<file path="src/rtl/rs_dsp_multacc_seq.sv">
// rs_dsp_multacc_seq
//   Sequences one dot-product job through a DSP38 configured as a multiply-
//   accumulate with input and output registers. A job (length + arithmetic
//   configuration) is accepted in IDLE. Operand pairs are then streamed into
//   the DSP through a valid/ready handshake. The block waits out the DSP
//   pipeline and presents the 38-bit sum on a valid/ready result port.
//
// Ports
//   clk, lreset            clock, synchronous active-high reset
//   start, len, cfg_*      job request (start honoured only when idle)
//   busy                   high whenever not idle
//   s_valid/s_ready/s_a/s_b  operand stream (s_ready high only while feeding)
//   dsp_*                  DSP operand and control pins (this block is sole driver)
//   dsp_z                  DSP accumulator output
//   m_valid/m_ready/m_z    result port
module rs_dsp_multacc_seq #(
  parameter int LEN_W = 8,
  parameter int LAT   = 2
) (
  input  logic             clk,
  input  logic             lreset,
  input  logic             start,
  input  logic [LEN_W-1:0] len,
  input  logic             cfg_unsigned_a,
  input  logic             cfg_unsigned_b,
  input  logic             cfg_round,
  input  logic             cfg_saturate,
  input  logic             cfg_subtract,
  input  logic [5:0]       cfg_shift,
  output logic             busy,
  input  logic             s_valid,
  output logic             s_ready,
  input  logic [19:0]      s_a,
  input  logic [17:0]      s_b,
  output logic [19:0]      dsp_a,
  output logic [17:0]      dsp_b,
  output logic [2:0]       dsp_feedback,
  output logic             dsp_load_acc,
  output logic             dsp_unsigned_a,
  output logic             dsp_unsigned_b,
  output logic             dsp_round,
  output logic             dsp_saturate,
  output logic             dsp_subtract,
  output logic [5:0]       dsp_shift_right,
  input  logic [37:0]      dsp_z,
  output logic             m_valid,
  input  logic             m_ready,
  output logic [37:0]      m_z
);

  localparam int CNT_W = (LAT < 1) ? 1 : $clog2(LAT + 1);

  typedef enum logic [1:0] {IDLE, FEED, DRAIN, HOLD} state_e;

  state_e           state_q, state_d;
  logic [LEN_W-1:0] rem_q, rem_d;
  logic [CNT_W-1:0] cnt_q, cnt_d;
  logic             first_q, first_d;
  logic [37:0]      m_z_q, m_z_d;
  logic             ua_q, ua_d, ub_q, ub_d, rnd_q, rnd_d, sat_q, sat_d, sub_q, sub_d;
  logic [5:0]       shift_q, shift_d;

  always_ff @(posedge clk) begin
    if (lreset) begin
      state_q <= IDLE;
      rem_q   <= '0;
      cnt_q   <= '0;
      first_q <= 1'b1;
      m_z_q   <= '0;
      ua_q    <= 1'b0;
      ub_q    <= 1'b0;
      rnd_q   <= 1'b0;
      sat_q   <= 1'b0;
      sub_q   <= 1'b0;
      shift_q <= '0;
    end else begin
      state_q <= state_d;
      rem_q   <= rem_d;
      cnt_q   <= cnt_d;
      first_q <= first_d;
      m_z_q   <= m_z_d;
      ua_q    <= ua_d;
      ub_q    <= ub_d;
      rnd_q   <= rnd_d;
      sat_q   <= sat_d;
      sub_q   <= sub_d;
      shift_q <= shift_d;
    end
  end

  always_comb begin
    state_d      = state_q;
    rem_d        = rem_q;
    cnt_d        = cnt_q;
    first_d      = first_q;
    m_z_d        = m_z_q;
    ua_d         = ua_q;
    ub_d         = ub_q;
    rnd_d        = rnd_q;
    sat_d        = sat_q;
    sub_d        = sub_q;
    shift_d      = shift_q;
    s_ready      = 1'b0;
    m_valid      = 1'b0;
    dsp_a        = '0;
    dsp_b        = '0;
    dsp_load_acc = 1'b0;

    case (state_q)
      IDLE: begin
        if (start) begin
          if (len != '0) begin
            rem_d   = len;
            first_d = 1'b1;
            ua_d    = cfg_unsigned_a;
            ub_d    = cfg_unsigned_b;
            rnd_d   = cfg_round;
            sat_d   = cfg_saturate;
            sub_d   = cfg_subtract;
            shift_d = cfg_shift;
            state_d = FEED;
          end else begin
            m_z_d   = '0;
            state_d = HOLD;
          end
        end
      end
      FEED: begin
        s_ready = 1'b1;
        // Until the first pair is taken, keep reloading the accumulator with
        // a zero product so the job never inherits a previous sum. After
        // that, load_acc=1 accumulates real pairs and holds across bubbles.
        dsp_load_acc = ~first_q;
        if (s_valid) begin
          dsp_a   = s_a;
          dsp_b   = s_b;
          rem_d   = rem_q - LEN_W'(1);
          first_d = 1'b0;
          if (rem_q == LEN_W'(1)) begin
            cnt_d   = CNT_W'(LAT);
            state_d = DRAIN;
          end
        end
      end
      DRAIN: begin
        dsp_load_acc = 1'b1;
        // Counter reaches 0 one edge after the last product lands in dsp_z.
        if (cnt_q == '0) begin
          m_z_d   = dsp_z;
          state_d = HOLD;
        end else begin
          cnt_d = cnt_q - CNT_W'(1);
        end
      end
      HOLD: begin
        m_valid = 1'b1;
        if (m_ready) state_d = IDLE;
      end
      default: state_d = IDLE;
    endcase
  end

  assign busy            = (state_q != IDLE);
  assign m_z             = m_z_q;
  assign dsp_feedback    = 3'b000;
  assign dsp_unsigned_a  = ua_q;
  assign dsp_unsigned_b  = ub_q;
  assign dsp_round       = rnd_q;
  assign dsp_saturate    = sat_q;
  assign dsp_subtract    = sub_q;
  assign dsp_shift_right = shift_q;

endmodule

</file>
<file path="config.mk">
export PLATFORM = sky130hd
export DESIGN_NAME = rs_dsp_multacc_seq
export DESIGN_NICKNAME = d
export VERILOG_FILES = /design/src/rtl/rs_dsp_multacc_seq.sv
export SDC_FILE = /design/constraint.sdc
export NUM_CORES = 1
export LEC_CHECK = 0
export CAP_MARGIN = 20
export CORE_MARGIN = 2
export CORE_UTILIZATION = 38
export DETAILED_ROUTE_END_ITERATION = 8
export GPL_ROUTABILITY_DRIVEN = 0
export PLACE_DENSITY_LB_ADDON = 0.08
export SYNTH_ARGS = -nofsm -noshare
export SYNTH_HDL_FRONTEND = slang
export SYNTH_SLANG_ARGS = --single-unit
</file>
<file path="constraint.sdc">
create_clock -name clk -period 2.9 [get_ports clk]
set_clock_uncertainty 0.2 [all_clocks]
set_input_delay 0.58 -clock clk [delete_from_list [all_inputs] [get_ports clk]]
set_output_delay 0.58 -clock clk [all_outputs]
set_load 0.03 [all_outputs]
</file>
==> images/clocks.png <==
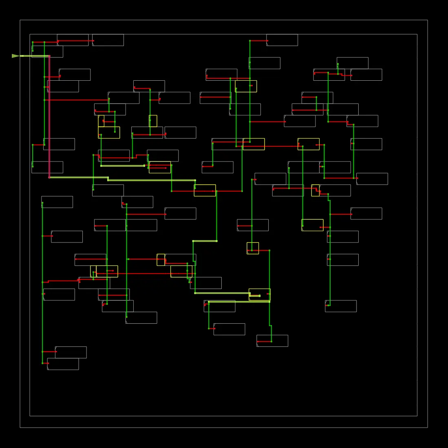
TritonCTS Sinks: 62
flop count: 62

==> images/clk_routes.png <==
Drawn at 4 px/micron.
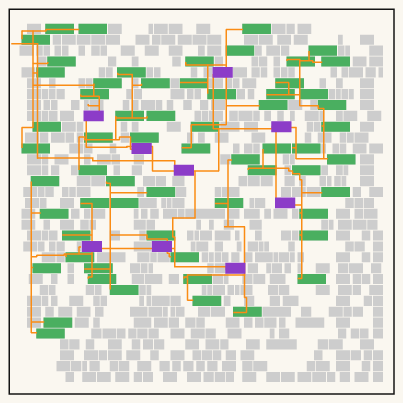
[green] flip-flops | count: 62
[purple] clock drivers | count: 9
[orange] clock wires | length: 839 microns
routed clock nets	10
Clock Latency Late Sink: 0.33 ns
clock group power: 0.655 mW
Clk network pwr share: 0.149

==> flow_metrics.tcl <==
# collected from the flow reports
set metrics [dict create \
    lay_top_cells "clkdlybuf4s50_1 (149), a21oi_1 (62), dfxtp_1 (62), buf_4 (55), and3_1 (39)" \
    area_leaders "dfxtp_1 (39%), a21oi_1 (9.7%), and3_1 (7.6%)" \
    finalSetupViolCount 0 \
    ys_sh_aoi 0.253 \
    comb-cell-share 0.326 \
    remaining_drc_errors 0 \
    status "complete, no violations" \
    synth-edff-count 0 \
    hp-class "flip-flop to flip-flop" \
    ys.flops 62 \
    top_area_frac 0.387 \
    dr.first_iter.drc_count 184 \
    r2r_setup_slack_ns 0.58 \
    cp-start-kind "primary input" \
    ys_cells 405 \
    first_pass_iters 4 \
    synthFlopType "dfxtp_1" \
    power_mw 4.39 \
    hold_depth 2 \
    peakVddDrop_v 0.000436 \
    track_usage 0.235 \
    power_per_cell_area_mw_per_mm2 831 \
    worstSetupPathType "primary input to output port" \
    r2r_start "state_q[0]" \
    die_area_sq_mm 0.00918 \
    seq_area_frac_synth 0.387 \
    tns_ns 0 \
    final_hold_viol_count 0 \
    synthCells 405 \
    cts_buffers 9 \
    rsz0062_at_grt "no" \
    r2r-end "m_z[37]" \
    fin_crit_ns 2.72 \
    fmax_mhz 368 \
    adder_share 0.0312 \
    routed_via_density 5.52 \
]
==> images/layer_met2.png <==
Drawn at 4 px/micron.
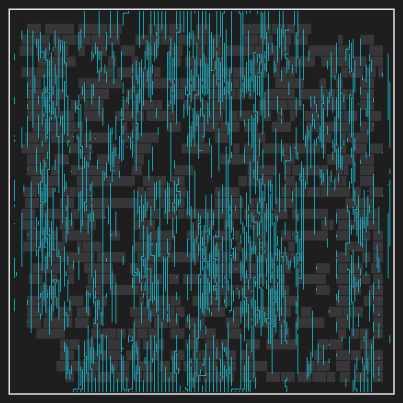
wire length on this layer	5470 microns
share of all routed wire	49%
main direction	vertical
longest straight run	40.5 microns
nets with wire on the layer	580
routed vias: 3792
met2 Usage GRT: 0.403
total wire length: 11.0 mm

==> images/placement_by_type.png <==
Drawn at 4 px/micron. Fill, decap, tap and diode cells in gray.
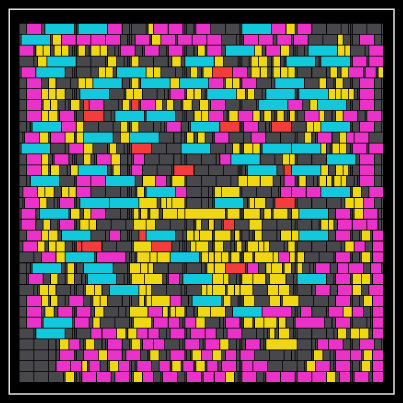
color	class	cells
red	clock drivers and dummy loads	16
yellow	combinational and other logic	296
cyan	flops	62
magenta	other buffers and delay cells	208
total core area: 0.00818 sq mm
post-layout util: 0.646
sequential cell area share: 0.235

==> critical path: stages <==
cell and delay, ns:
clkdlybuf4s50_1 0.73, buf_4 0.29, and3_1 0.18, buf_4 0.16
==> power breakdown <==
part,internal (mW),leakage (nW),switching (mW)
registers,0.996,0.504,0.122
logic,0.993,1.50,1.62
clock network,0.329,0.0861,0.325
==> per-layer routing <==
| metal | routed length (microns) | GRT usage | vias up | part of all wire |
|---|---|---|---|---|
| met3 | 1060 | 0.0846 | 8 | 0.096 |
| met5 | 0 | 0 | - | 0 |
| met4 | 105 | 0.0738 | 0 | 0.0095 |
| met2 | 5470 | 0.403 | 161 | 0.49 |
| li1 | - | - | 1840 | - |
| met1 | 4410 | 0.272 | 1783 | 0.40 |
==> synthesized netlist by cell type (2+ instances only) <==
cell      instances
o32ai_1           4
nand3_1          12
mux2i_1           2
ha_1              8
buf_2             2
a21oi_1          62
nand2b_1          2
clkbuf_1         38
a22oi_1           2
o21ai_0          38
o21a_1            2
dfxtp_1          62
nand2_1          19
or4_1             2
and3_1           39
nor3_1            5
a21o_1            2
nor2_1            8
clkbuf_2          2
o211ai_1          4
inv_1            12
nor2b_1           3
o21ai_1           5
buf_4             6
nand4_1          38
a311oi_1          3
==> registers in the layout, summed over array words and instances, names as in the netlist, 2 cells and up <==
signal / cells
m_z: 38
rem_q: 8
dsp_shift_right: 6
cnt_q: 2
state_q: 2
==> cell families (layout without fill, tap and decap cells) <==
family                     count (synthesis)  after routing
DFF                                       62             62
and+or+nand+nor                          133            133
buffers and inverters                     62            237
other                                      1              3
adders and majority gates                  8              8
muxes                                      3              3
AOI/OAI and AO/OA                        136            136
==> metrics by stage <==
step                std cells  instance area (sq um)
floorplan                 407                   3210
global placement          671                   5110
detailed placement        671                   5110
CTS                       687                   5280
global route              687                   5280
finish                    687                   5280
Power and IR drop assume default switching activity.
